--- config.mk ---
export PLATFORM = sky130hd
export DESIGN_NAME = mem_link_arbiter_flat
export DESIGN_NICKNAME = d
export VERILOG_FILES = /design/src/rtl/mem_link_arbiter_pkg.sv /design/src/rtl/mem_link_arbiter_if.sv /design/src/rtl/mem_link_arbiter_rr_arb2.sv /design/src/rtl/mem_link_arbiter.sv /design/src/flat_wrapper.sv
export SDC_FILE = /design/constraint.sdc
export NUM_CORES = 1
export LEC_CHECK = 0
export CAP_MARGIN = 20
export CORE_MARGIN = 2
export CORE_UTILIZATION = 35
export CTS_CLUSTER_SIZE = 28
export DETAILED_ROUTE_END_ITERATION = 6
export GPL_TIMING_DRIVEN = 0
export PLACE_DENSITY = 0.67
export SLEW_MARGIN = 20
export SYNTH_ARGS = -nofsm -noshare
export SYNTH_HDL_FRONTEND = slang
export SYNTH_SLANG_ARGS = --single-unit
--- constraint.sdc ---
create_clock -name clock -period 4.11 [get_ports clock]
set_input_delay 0.822 -clock clock [delete_from_list [all_inputs] [get_ports clock]]
set_output_delay 0.822 -clock clock [all_outputs]
set_load 0.03 [all_outputs]
--- src/rtl/mem_link_arbiter_pkg.sv ---
// Shared constants and FSM encoding for the two-requester cache->memory link arbiter.
package mem_link_arbiter_pkg;

  localparam int unsigned DEF_ADDR_W   = 10;
  localparam int unsigned DEF_DATA_W   = 32;
  localparam int unsigned DEF_TIMEOUT  = 64;
  localparam logic [31:0] DEF_ERR_DATA = 32'hDEAD_BEEF;

  typedef enum logic [2:0] {
    StIdle,
    StIssue,
    StWaitTx,
    StWaitResp,
    StDone
  } state_e;

  // A requester is active when it raises either read or write.
  function automatic logic req_active(input logic rd, input logic wr);
    return rd | wr;
  endfunction

endpackage

--- src/rtl/mem_link_arbiter_if.sv ---
// Bundle of requester, sender-link and receiver-link signals around the arbiter.
interface mem_link_arbiter_if
  import mem_link_arbiter_pkg::*;
#(
  parameter int unsigned ADDR_W = DEF_ADDR_W,
  parameter int unsigned DATA_W = DEF_DATA_W
) ();

  logic              req0_read;
  logic              req0_write;
  logic [ADDR_W-1:0] req0_addr;
  logic [DATA_W-1:0] req0_wdata;
  logic              req0_done;
  logic [DATA_W-1:0] req0_rdata;
  logic              req0_err;

  logic              req1_read;
  logic              req1_write;
  logic [ADDR_W-1:0] req1_addr;
  logic [DATA_W-1:0] req1_wdata;
  logic              req1_done;
  logic [DATA_W-1:0] req1_rdata;
  logic              req1_err;

  logic              send;
  logic              link_write;
  logic [ADDR_W-1:0] link_addr;
  logic [DATA_W-1:0] link_wdata;
  logic              done_sender;
  logic              resp_valid;
  logic [DATA_W-1:0] resp_data;
  logic              busy;

  // Requesters plus link endpoints.
  modport master (
    output req0_read, req0_write, req0_addr, req0_wdata,
    output req1_read, req1_write, req1_addr, req1_wdata,
    output done_sender, resp_valid, resp_data,
    input  req0_done, req0_rdata, req0_err,
    input  req1_done, req1_rdata, req1_err,
    input  send, link_write, link_addr, link_wdata, busy
  );

  // The arbiter itself.
  modport slave (
    input  req0_read, req0_write, req0_addr, req0_wdata,
    input  req1_read, req1_write, req1_addr, req1_wdata,
    input  done_sender, resp_valid, resp_data,
    output req0_done, req0_rdata, req0_err,
    output req1_done, req1_rdata, req1_err,
    output send, link_write, link_addr, link_wdata, busy
  );

endinterface

--- src/rtl/mem_link_arbiter_rr_arb2.sv ---
// Two-way round-robin picker: a lone requester wins, a tie goes to ptr.
module mem_link_arbiter_rr_arb2 (
  input  logic [1:0] req,
  input  logic       ptr,
  output logic       gnt,
  output logic       valid
);

  always_comb begin
    valid = |req;
    gnt   = (req == 2'b11) ? ptr : req[1];
  end

endmodule

--- src/rtl/mem_link_arbiter.sv ---
// Shares one sender/receiver link pair between two requesters, one transaction at a time.
module mem_link_arbiter
  import mem_link_arbiter_pkg::*;
#(
  parameter int unsigned       ADDR_W   = DEF_ADDR_W,
  parameter int unsigned       DATA_W   = DEF_DATA_W,
  parameter int unsigned       TIMEOUT  = DEF_TIMEOUT,
  parameter logic [DATA_W-1:0] ERR_DATA = DATA_W'(DEF_ERR_DATA)
) (
  input logic               clock,
  input logic               reset,
  mem_link_arbiter_if.slave bus
);

  localparam int unsigned       CTR_W   = (TIMEOUT > 2) ? $clog2(TIMEOUT) : 1;
  localparam logic [CTR_W-1:0]  CTR_MAX = CTR_W'(TIMEOUT - 1);

  state_e            state_q;
  logic              rr_ptr_q;
  logic              gnt_q;
  logic              write_q;
  logic [ADDR_W-1:0] addr_q;
  logic [DATA_W-1:0] wdata_q;
  logic [CTR_W-1:0]  ctr_q;
  logic              send_q;
  logic [1:0]        done_q;
  logic [1:0]        err_q;
  logic [DATA_W-1:0] rdata_q [2];

  logic [1:0]        req_act;
  logic              arb_gnt;
  logic              arb_valid;
  logic              sel_write;
  logic [ADDR_W-1:0] sel_addr;
  logic [DATA_W-1:0] sel_wdata;

  assign req_act = {req_active(bus.req1_read, bus.req1_write),
                    req_active(bus.req0_read, bus.req0_write)};

  mem_link_arbiter_rr_arb2 u_rr_arb2 (
    .req   (req_act),
    .ptr   (rr_ptr_q),
    .gnt   (arb_gnt),
    .valid (arb_valid)
  );

  // Write takes precedence when a requester raises both read and write.
  always_comb begin
    sel_write = arb_gnt ? bus.req1_write : bus.req0_write;
    sel_addr  = arb_gnt ? bus.req1_addr  : bus.req0_addr;
    sel_wdata = arb_gnt ? bus.req1_wdata : bus.req0_wdata;
  end

  always_ff @(posedge clock or posedge reset) begin
    if (reset) begin
      state_q    <= StIdle;
      rr_ptr_q   <= 1'b0;
      gnt_q      <= 1'b0;
      write_q    <= 1'b0;
      addr_q     <= '0;
      wdata_q    <= '0;
      ctr_q      <= '0;
      send_q     <= 1'b0;
      done_q     <= 2'b00;
      err_q      <= 2'b00;
      rdata_q[0] <= '0;
      rdata_q[1] <= '0;
    end else begin
      send_q <= 1'b0;
      done_q <= 2'b00;
      unique case (state_q)
        StIdle: begin
          if (arb_valid) begin
            gnt_q   <= arb_gnt;
            write_q <= sel_write;
            addr_q  <= sel_addr;
            wdata_q <= sel_wdata;
            send_q  <= 1'b1;
            state_q <= StIssue;
          end
        end
        StIssue: state_q <= StWaitTx;
        StWaitTx: begin
          if (bus.done_sender) begin
            if (write_q) begin
              err_q[gnt_q]  <= 1'b0;
              done_q[gnt_q] <= 1'b1;
              state_q       <= StDone;
            end else if (bus.resp_valid) begin
              // Response already back alongside the sender's done: skip the wait.
              rdata_q[gnt_q] <= bus.resp_data;
              err_q[gnt_q]   <= 1'b0;
              done_q[gnt_q]  <= 1'b1;
              state_q        <= StDone;
            end else begin
              ctr_q   <= '0;
              state_q <= StWaitResp;
            end
          end
        end
        StWaitResp: begin
          if (bus.resp_valid) begin
            rdata_q[gnt_q] <= bus.resp_data;
            err_q[gnt_q]   <= 1'b0;
            done_q[gnt_q]  <= 1'b1;
            state_q        <= StDone;
          end else if (ctr_q == CTR_MAX) begin
            rdata_q[gnt_q] <= ERR_DATA;
            err_q[gnt_q]   <= 1'b1;
            done_q[gnt_q]  <= 1'b1;
            state_q        <= StDone;
          end else begin
            ctr_q <= ctr_q + 1'b1;
          end
        end
        StDone: begin
          rr_ptr_q <= ~gnt_q;
          state_q  <= StIdle;
        end
        default: state_q <= StIdle;
      endcase
    end
  end

  assign bus.send       = send_q;
  assign bus.link_write = write_q;
  assign bus.link_addr  = addr_q;
  assign bus.link_wdata = wdata_q;
  assign bus.req0_done  = done_q[0];
  assign bus.req1_done  = done_q[1];
  assign bus.req0_err   = err_q[0];
  assign bus.req1_err   = err_q[1];
  assign bus.req0_rdata = rdata_q[0];
  assign bus.req1_rdata = rdata_q[1];
  assign bus.busy       = (state_q != StIdle);

endmodule

--- src/flat_wrapper.sv ---
// flat-port wrapper written by rule: the top's interface ports become plain ports
module mem_link_arbiter_flat import mem_link_arbiter_pkg::*;
#(
  parameter int unsigned       ADDR_W   = DEF_ADDR_W,
  parameter int unsigned       DATA_W   = DEF_DATA_W,
  parameter int unsigned       TIMEOUT  = DEF_TIMEOUT,
  parameter logic [DATA_W-1:0] ERR_DATA = DATA_W'(DEF_ERR_DATA)
)
  (clock, reset, bus_req0_read, bus_req0_write, bus_req0_addr, bus_req0_wdata, bus_req1_read, bus_req1_write, bus_req1_addr, bus_req1_wdata, bus_done_sender, bus_resp_valid, bus_resp_data, bus_req0_done, bus_req0_rdata, bus_req0_err, bus_req1_done, bus_req1_rdata, bus_req1_err, bus_send, bus_link_write, bus_link_addr, bus_link_wdata, bus_busy);
  mem_link_arbiter_if #(.ADDR_W(ADDR_W), .DATA_W(DATA_W)) bus_i ();
  input logic clock;
  input logic reset;
  input wire logic [$bits(bus_i.req0_read)-1:0] bus_req0_read;
  input wire logic [$bits(bus_i.req0_write)-1:0] bus_req0_write;
  input wire logic [$bits(bus_i.req0_addr)-1:0] bus_req0_addr;
  input wire logic [$bits(bus_i.req0_wdata)-1:0] bus_req0_wdata;
  input wire logic [$bits(bus_i.req1_read)-1:0] bus_req1_read;
  input wire logic [$bits(bus_i.req1_write)-1:0] bus_req1_write;
  input wire logic [$bits(bus_i.req1_addr)-1:0] bus_req1_addr;
  input wire logic [$bits(bus_i.req1_wdata)-1:0] bus_req1_wdata;
  input wire logic [$bits(bus_i.done_sender)-1:0] bus_done_sender;
  input wire logic [$bits(bus_i.resp_valid)-1:0] bus_resp_valid;
  input wire logic [$bits(bus_i.resp_data)-1:0] bus_resp_data;
  output wire logic [$bits(bus_i.req0_done)-1:0] bus_req0_done;
  output wire logic [$bits(bus_i.req0_rdata)-1:0] bus_req0_rdata;
  output wire logic [$bits(bus_i.req0_err)-1:0] bus_req0_err;
  output wire logic [$bits(bus_i.req1_done)-1:0] bus_req1_done;
  output wire logic [$bits(bus_i.req1_rdata)-1:0] bus_req1_rdata;
  output wire logic [$bits(bus_i.req1_err)-1:0] bus_req1_err;
  output wire logic [$bits(bus_i.send)-1:0] bus_send;
  output wire logic [$bits(bus_i.link_write)-1:0] bus_link_write;
  output wire logic [$bits(bus_i.link_addr)-1:0] bus_link_addr;
  output wire logic [$bits(bus_i.link_wdata)-1:0] bus_link_wdata;
  output wire logic [$bits(bus_i.busy)-1:0] bus_busy;
  assign bus_i.req0_read = bus_req0_read;
  assign bus_i.req0_write = bus_req0_write;
  assign bus_i.req0_addr = bus_req0_addr;
  assign bus_i.req0_wdata = bus_req0_wdata;
  assign bus_i.req1_read = bus_req1_read;
  assign bus_i.req1_write = bus_req1_write;
  assign bus_i.req1_addr = bus_req1_addr;
  assign bus_i.req1_wdata = bus_req1_wdata;
  assign bus_i.done_sender = bus_done_sender;
  assign bus_i.resp_valid = bus_resp_valid;
  assign bus_i.resp_data = bus_resp_data;
  assign bus_req0_done = bus_i.req0_done;
  assign bus_req0_rdata = bus_i.req0_rdata;
  assign bus_req0_err = bus_i.req0_err;
  assign bus_req1_done = bus_i.req1_done;
  assign bus_req1_rdata = bus_i.req1_rdata;
  assign bus_req1_err = bus_i.req1_err;
  assign bus_send = bus_i.send;
  assign bus_link_write = bus_i.link_write;
  assign bus_link_addr = bus_i.link_addr;
  assign bus_link_wdata = bus_i.link_wdata;
  assign bus_busy = bus_i.busy;
  mem_link_arbiter #(.ADDR_W(ADDR_W), .DATA_W(DATA_W), .TIMEOUT(TIMEOUT), .ERR_DATA(ERR_DATA)) u_core (.clock(clock), .reset(reset), .bus(bus_i));
endmodule
The metal 1 layer:
Supply wires on this layer in grey.
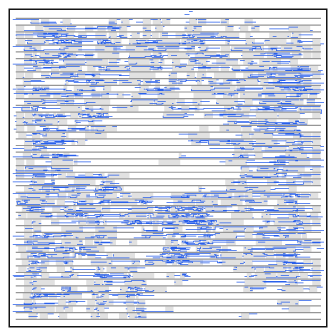
nets with wire on the layer = 700
longest straight run = 34.5 µm
wire length on this layer = 6,240 µm
share of all routed wire = 41%
main direction = horizontal
via total after detailed routing: 4,370
Total Routed Length: 15,200 µm
met1 demand-to-capacity share in global routing: 0.222

Placed cells, one colour a class:
Scale bar: 50 µm.
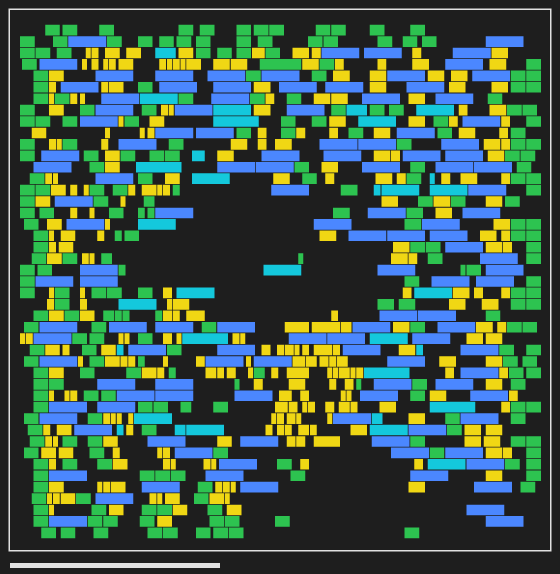
other buffers and delay cells -> green  # cells 262, share of their area 30%
flip-flops -> blue  # cells 123, share of their area 36%
all other logic -> yellow  # cells 293, share of their area 26%
clock drivers and dummy loads -> cyan  # cells 32, share of their area 7.7%

Cells by drive strength:
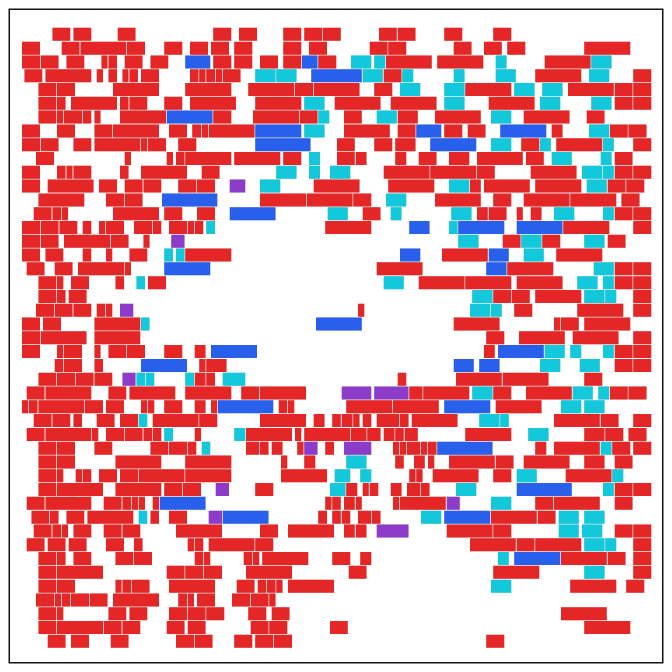
drive 6 and up -> blue  # cells 32, share 4.5%, most used clkbuf_16
drive 3 to 4 -> purple  # cells 12, share 1.7%, most used buf_4
drive 2 -> cyan  # cells 105, share 15%, most used mux2_2
drive 1 or less -> red  # cells 561, share 79%, most used clkdlybuf4s50_1
area added between synthesis and finish: 60.4%
area of all placed cells without fillers: 8710 µm²
Buffers, non-clock: 262
post-route setup slack: 1280 ps

Clock nets:
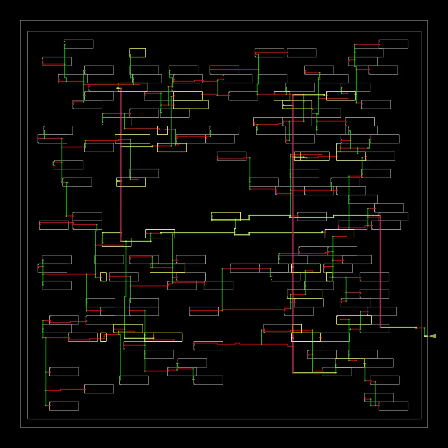
clock distribution power: 1640 µW
clock latency on the worst-skew pair: 410 ps

Routed clock nets over the placement:
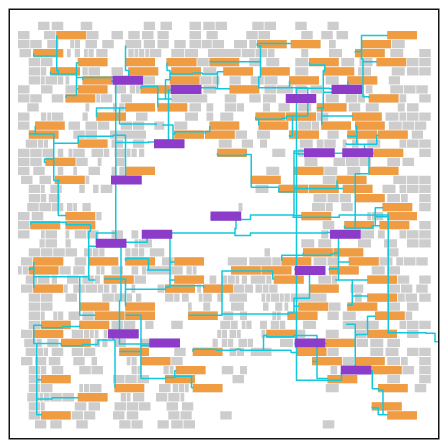
clock wires -> cyan  # length 1,670 µm
cells driving clock nets -> purple  # count 17
flip-flops -> orange  # count 123
flops lie = all over the die
clock skew after layout: 6.73 ps
power share of the clock group: 0.218

==> results.env <==
SETUP_TNS_PS=0
GP_CONGESTION=0.784
TIMING_MAX_TRANSITION_VIOLATIONS_FINAL=0
PORTBUFFERS=236
POWER.IR.VDD_WORST_uV=425
WORST-PATH-MAX-FANOUT=7
DRC=0
FINAL.HOLD.WORST_SLACK_PS=483
CLKCELLAREAFRAC=0.0747
FINAL_CELL_COUNT_NO_FILL=898
LAYOUT.AREA.SEQ_UM2=3080
VERT_DIE_DIM_UM=129
NUMBER_OF_BUFFERS_INSERTED_BY_POST_CTS_SETUP_REPAIR=0
COMB_AREA_FRAC=0.249
FLOORPLANUTILIZATION=0.357
YOSYSMOSTFREQUENTCELL='sky130_fd_sc_hd__dfrtp_1'
SYNTH-AREA-YOSYS_UM2=5430
N_ALL_INVERTERS=4
SYNTH_AREA_PER_CELL_UM2=12.3
LAYOUT.CLOCK_BUFFERS=20
MET3_WIRELENGTH_UM=1560
PORTION_OF_TOTAL_POWER_ATTRIBUTED_TO_SEQUENTIAL_CELLS=0.285
SYNTH-EDFF-COUNT=0
POST_SYNTH_MAIN_LOGIC_FAMILY='multiplexers'
SYNTH_TOP_FLOP_CELL='sky130_fd_sc_hd__dfrtp_1'
GRT.TOTAL_USAGE=0.190
GLOBAL_ROUTE_WIRE_LENGTH_BEFORE_REPAIR_UM=24200
GRTUSAGEMET2=0.313
CHIP_FOOTPRINT_UM2=16500
MAX_FREQ_MHz=353
FIRST_PASS_ITERS=5
HOLD_START='u_core.bus.req1_rdata[5]'
INITIALDRTVIOLATIONCOUNT=142
SETUP.WORST_PATH.END='bus_busy'
CPPEAKSTAGEDELAY_PS=630
ENDPOINT_KIND='output port'
NNETSFINAL=822
WORST_EP_ARRIVAL_TIME_PS=2010
GRTUSAGEMET3=0.0857
ASYNC_RESET_FF_FRAC=1.00
MAX-SLEW-MARGIN-REL=0.626
CLK_TRANSITION_REPORTED_PATHS_PS=50
POST-SYNTH-TOP-AREA-CELL='sky130_fd_sc_hd__dfrtp_1'
PLACE_INST=866
SEQ-CELL-SHARE=0.353
DETAILED_PLACE_HPWL_UM=11500
CRITICAL_PATH.REG2REG.ENDPOINT='u_core.bus.req1_rdata[25]'
POST_ROUTE_CELLS_DRIVE_ABOVE_1_SHARE=0.210
CRITICAL-PATH-SLOWEST-CELL='sky130_fd_sc_hd__clkdlybuf4s50_1'
POST_SYNTH_INST_COUNT=441
P_SW_FRAC=0.395
CTS_TREE='yes'
R2R.WORST_PATH.CELLS=6
CTS.HTREE.LEVELS=4
CTS_MAX_PATH_BUFFERS=2
TOP_LAYER='met4'
POWER.NET_SWITCHING_uW=2970
XOR_AREA_FRAC=0
WORSTPATHREQUIRED_PS=3290
ROUTED_WIRE_LENGTH_PER_INSTANCE_UM=16.9
FA_HA_AREA_FRAC=0.00230
SYNTH.YOSYS.NUM_CELLS=441
BUF_SHARE=0.294
CRIT_CELLS=3
TRITONCTS_NUM_SINKS=123
NETLIST_TOP_CELLS_AREA='sky130_fd_sc_hd__dfrtp_1 (57%), sky130_fd_sc_hd__mux2_2 (13%), sky130_fd_sc_hd__mux2i_1 (7.7%), sky130_fd_sc_hd__a21oi_1 (4.2%), sky130_fd_sc_hd__nor2_1 (3.2%)'
FLOP_COUNT=123
IOPINCOUNT=237
COMMON_CELLS='sky130_fd_sc_hd__dfrtp_1 (123), sky130_fd_sc_hd__mux2_2 (61), sky130_fd_sc_hd__a21oi_1 (46), sky130_fd_sc_hd__nor2_1 (46), sky130_fd_sc_hd__mux2i_1 (42)'
LAYOUT_MIN_CYCLE_TIME_PS=2830
FINAL_CORE_UTILIZATION=0.573
R2R_SLACK_PS=2010
CELL_INT_POWER_uW=4560
LARGEST_NET_DEGREE_AT_THE_START_OF_GLOBAL_ROUTING=65
FILLERS=1265
ROUTE.DETAILED.VIAS_PER_INST=4.87
PLACEMENT_ROWS=45
SYNTHESIS.AREA_UM2=5430
TIMING.CRITICAL_PATH.MAX_DELAY_FAMILY='buffers and inverters'
YOSYS_REGISTER_BITS=123
DPL_CELL_AREA_UM2=8060
FINAL_ANTENNA_NET_COUNT=0
POWER.LEAKAGE_uW=0.00377
MIN_PATH_TYPE='reg2reg'
SETUP_VIOL=0
YS_SEQ_FRAC=0.567
NMULTIINPUTCOMBCELLS=289
LAYOUT.CELLS.LARGEST_CLASS='registers'
CRITICAL_PATH.STARTPOINT='u_core.state_q[1]'
STATUS='complete, no violations'
SYNTH_CELL_TYPES=38
POWER_DENSITY_nW_PER_UM2=864
-- layout by cell type, fill, tap and decap left out, types with 2 or more instances in the layout --
| master | count |
|---|---|
| sky130_fd_sc_hd__buf_6 | 6 |
| sky130_fd_sc_hd__clkbuf_1 | 5 |
| sky130_fd_sc_hd__nor2_2 | 2 |
| sky130_fd_sc_hd__nand3_1 | 4 |
| sky130_fd_sc_hd__clkinv_2 | 4 |
| sky130_fd_sc_hd__bufinv_16 | 5 |
| sky130_fd_sc_hd__nand2_1 | 8 |
| sky130_fd_sc_hd__mux2_1 | 6 |
| sky130_fd_sc_hd__inv_1 | 3 |
| sky130_fd_sc_hd__dfrtp_1 | 123 |
| sky130_fd_sc_hd__buf_4 | 5 |
| sky130_fd_sc_hd__nand2b_1 | 2 |
| sky130_fd_sc_hd__or3_1 | 2 |
| sky130_fd_sc_hd__mux2i_1 | 42 |
| sky130_fd_sc_hd__o22ai_1 | 4 |
| sky130_fd_sc_hd__o21ai_0 | 9 |
| sky130_fd_sc_hd__clkdlybuf4s50_1 | 236 |
| sky130_fd_sc_hd__a21oi_1 | 46 |
| sky130_fd_sc_hd__clkbuf_8 | 2 |
| sky130_fd_sc_hd__clkbuf_16 | 17 |
| sky130_fd_sc_hd__nor2b_1 | 11 |
| sky130_fd_sc_hd__o31ai_1 | 5 |
| sky130_fd_sc_hd__clkinvlp_4 | 2 |
| sky130_fd_sc_hd__or2_2 | 24 |
| sky130_fd_sc_hd__buf_2 | 10 |
| sky130_fd_sc_hd__nor2_1 | 46 |
| sky130_fd_sc_hd__mux2_2 | 61 |
-- power groups by stage --
stage               registers [µW]  clock network (µW)  logic (µW)
global placement              2130                   0        3720
CTS                           2160                1670        3780
finish                        2150                1640        3740
global route                  2230                1740        3980
detailed placement            2160                   0        3770
floorplan                     3170                   0        1150
No activity file was given, so power comes from the tool's default toggle rates.
